Figure 1. PDN straps and rails.
Scale bar: 20 µm. Pins as bars on the die edge.
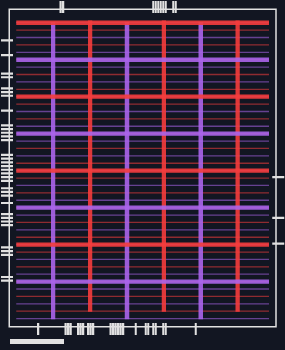
Figure 2. Placement by cell class.
Fill, decap, tap and diode cells in grey.
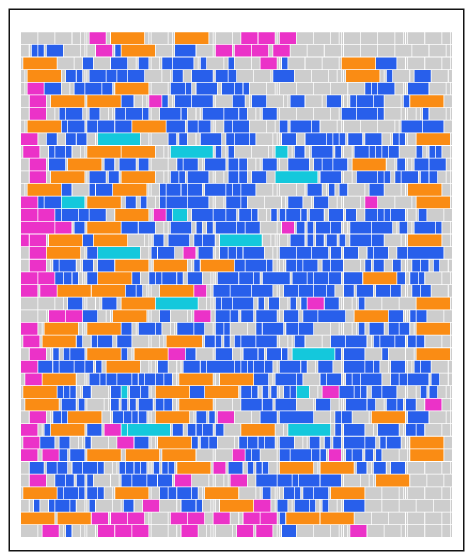
Figure 3. Clock wires, drivers and flops.
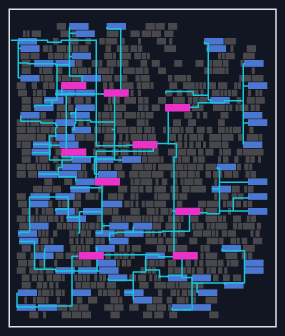
Figure 4. Routed metal, one colour a layer.
Scale bar: 20 µm. Two of the layers only.
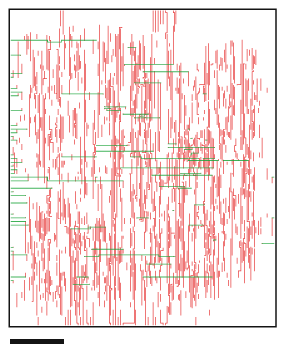
==> config.mk <==
export PLATFORM = sky130hd
export DESIGN_NAME = clock_gen
export DESIGN_NICKNAME = d
export VERILOG_FILES = /design/src/rtl/clock_gen.sv
export SDC_FILE = /design/constraint.sdc
export NUM_CORES = 1
export LEC_CHECK = 0
export CAP_MARGIN = 20
export CORE_ASPECT_RATIO = 1.2
export CORE_MARGIN = 2
export CORE_UTILIZATION = 55
export DETAILED_ROUTE_END_ITERATION = 7
export PLACE_DENSITY_LB_ADDON = 0.25
export SYNTH_ARGS = -nofsm -noshare
export SYNTH_HDL_FRONTEND = slang
export SYNTH_SLANG_ARGS = --single-unit
==> constraint.sdc <==
create_clock -name clk -period 4.7 [get_ports clk]
set_clock_uncertainty 0.15 [all_clocks]
set_input_delay 1.41 -clock clk [delete_from_list [all_inputs] [get_ports clk]]
set_output_delay 1.41 -clock clk [all_outputs]
set_load 0.005 [all_outputs]
==> src/rtl/clock_gen.sv <==
// Programmable clock/strobe generator: divides clk by a run-time period into a
// registered clk_out, plus one-cycle rise/fall strobes and an output-cycle counter.
module clock_gen #(
  parameter int PERIOD = 10,
  parameter int PW     = 16,
  parameter int CW     = 32
) (
  input  logic          clk,
  input  logic          reset,
  input  logic          enable,
  input  logic          period_load,
  input  logic [PW-1:0] period_in,
  output logic          clk_out,
  output logic          rise,
  output logic          fall,
  output logic [CW-1:0] cycle_count,
  output logic [PW-1:0] period_cur
);

  localparam logic [PW-1:0] PERIOD_INIT = PW'(PERIOD);
  localparam logic [PW-1:0] PERIOD_MIN  = PW'(2);

  logic [PW-1:0] cnt_q, cnt_d;
  logic [PW-1:0] per_q, per_d;
  logic [PW-1:0] pend_val_q, pend_val_d;
  logic          pend_q, pend_d;
  logic          clk_out_q, clk_out_d;
  logic          rise_q, rise_d;
  logic          fall_q, fall_d;
  logic [CW-1:0] cycle_count_q, cycle_count_d;

  logic [PW-1:0] low_len;
  logic [PW-1:0] last_cnt;
  logic          wrap;

  always_comb begin
    low_len       = per_q - (per_q >> 1);
    last_cnt      = per_q - PW'(1);
    wrap          = (cnt_q == last_cnt);

    cnt_d         = cnt_q;
    per_d         = per_q;
    pend_d        = pend_q;
    pend_val_d    = pend_val_q;
    clk_out_d     = clk_out_q;
    rise_d        = 1'b0;
    fall_d        = 1'b0;
    cycle_count_d = cycle_count_q;

    if (enable) begin
      // A pending period is only adopted at the wrap, so every phase is full length.
      if (wrap) begin
        cnt_d = '0;
        if (pend_q) begin
          per_d  = pend_val_q;
          pend_d = 1'b0;
        end
      end else begin
        cnt_d = cnt_q + PW'(1);
      end
      clk_out_d = (cnt_d >= low_len);
      rise_d    = (cnt_d == low_len);
      fall_d    = wrap;
      if (rise_d) begin
        cycle_count_d = cycle_count_q + CW'(1);
      end
    end

    // Applied after the wrap logic so a load on the wrap edge waits for the next wrap.
    if (period_load) begin
      pend_d     = 1'b1;
      pend_val_d = (period_in < PERIOD_MIN) ? PERIOD_MIN : period_in;
    end
  end

  always_ff @(posedge clk) begin
    if (reset) begin
      cnt_q         <= '0;
      per_q         <= PERIOD_INIT;
      pend_q        <= 1'b0;
      pend_val_q    <= PERIOD_INIT;
      clk_out_q     <= 1'b0;
      rise_q        <= 1'b0;
      fall_q        <= 1'b0;
      cycle_count_q <= '0;
    end else begin
      cnt_q         <= cnt_d;
      per_q         <= per_d;
      pend_q        <= pend_d;
      pend_val_q    <= pend_val_d;
      clk_out_q     <= clk_out_d;
      rise_q        <= rise_d;
      fall_q        <= fall_d;
      cycle_count_q <= cycle_count_d;
    end
  end

  assign clk_out     = clk_out_q;
  assign rise        = rise_q;
  assign fall        = fall_q;
  assign cycle_count = cycle_count_q;
  assign period_cur  = per_q;

endmodule

==> results.txt <==
Switching power: 0.343 mW
Layout cells sized above 1: 6.38%
CTS tree: built
Fraction of area in multi-input gates: 55.4%
CP required: 4.82 ns
Post-CTS resize count: 0
Hold slack: 0.326 ns
Gr busiest metal: met2
# diodes: 0
Hold Path Class: reg -> reg
Mux frac, synth: 6.25%
Max VDD drop: 0.238 mV
Max stage delay on crit path: 0.42 ns
Well Taps: 126
YS chip area: 0.00577 mm²
Max FFs per register: 32
GR Util met3: 4.55%
Clock buffer count from CTS: 9
Ys flops: 84
Final wirelength: 13.7 mm
Dominant flop cell: dfxtp_1
M2 GR Usage: 41.4%
Outcome: completed
Count leader, synth: nor2_1
Post-DP Area: 0.00651 mm²
Most frequent cells in the layout: nor2_1 (104), dfxtp_1 (83), clkdlybuf4s50_1 (69), ha_1 (49), xnor2_1 (46)
I/O Pins: 71
Max Cap Viol: 0
Combinational share of power: 6.0%
Top cells by area: dfxtp_1 (29%), ha_1 (11%), xnor2_1 (7.0%), nor2_1 (6.8%), mux2i_1 (6.2%)
Leakage: 2.65 nW
Vias: 4931
Largest delay share family, worst path: simple AND/OR/NAND/NOR gates
Hold-fix buffers at CTS: 0
Fraction of area in registers: 24.8%
Synth unique cells: 62
FP Rows: 40
Register share of total power: 49.4%
Fin crit share: 94.3%
Post-Layout Inst Area: 0.00680 mm²
## Picture notes: Figure 1
red -> VDD
purple -> VSS
rows = 40
met5 straps = 8
met1 rails = 41
met4 straps = 6
die height: 116 µm
die span in x: 97.5 µm

## Picture notes: Figure 2
blue -> combinational and other logic  # cells 573, share of their area 59%
orange -> sequential cells  # cells 84, share of their area 25%
cyan -> clock drivers and dummy loads  # cells 15, share of their area 4.1%
magenta -> remaining buffers and delay cells  # cells 80, share of their area 12%

## Picture notes: Figure 3
cyan -> clock wires  # length 1110 µm
magenta -> clock drivers  # count 9
blue -> flip-flops  # count 84
flops lie = spread over the die
routed clock nets = 10
Clk pwr share: 44.6%
clock group total power: 0.661 mW
worst skew pair latency: 0.34 ns

## Picture notes: Figure 4
green -> metal 3  # wire length 604 µm
red -> metal 2  # wire length 6580 µm

Power and IR drop assume default switching activity.
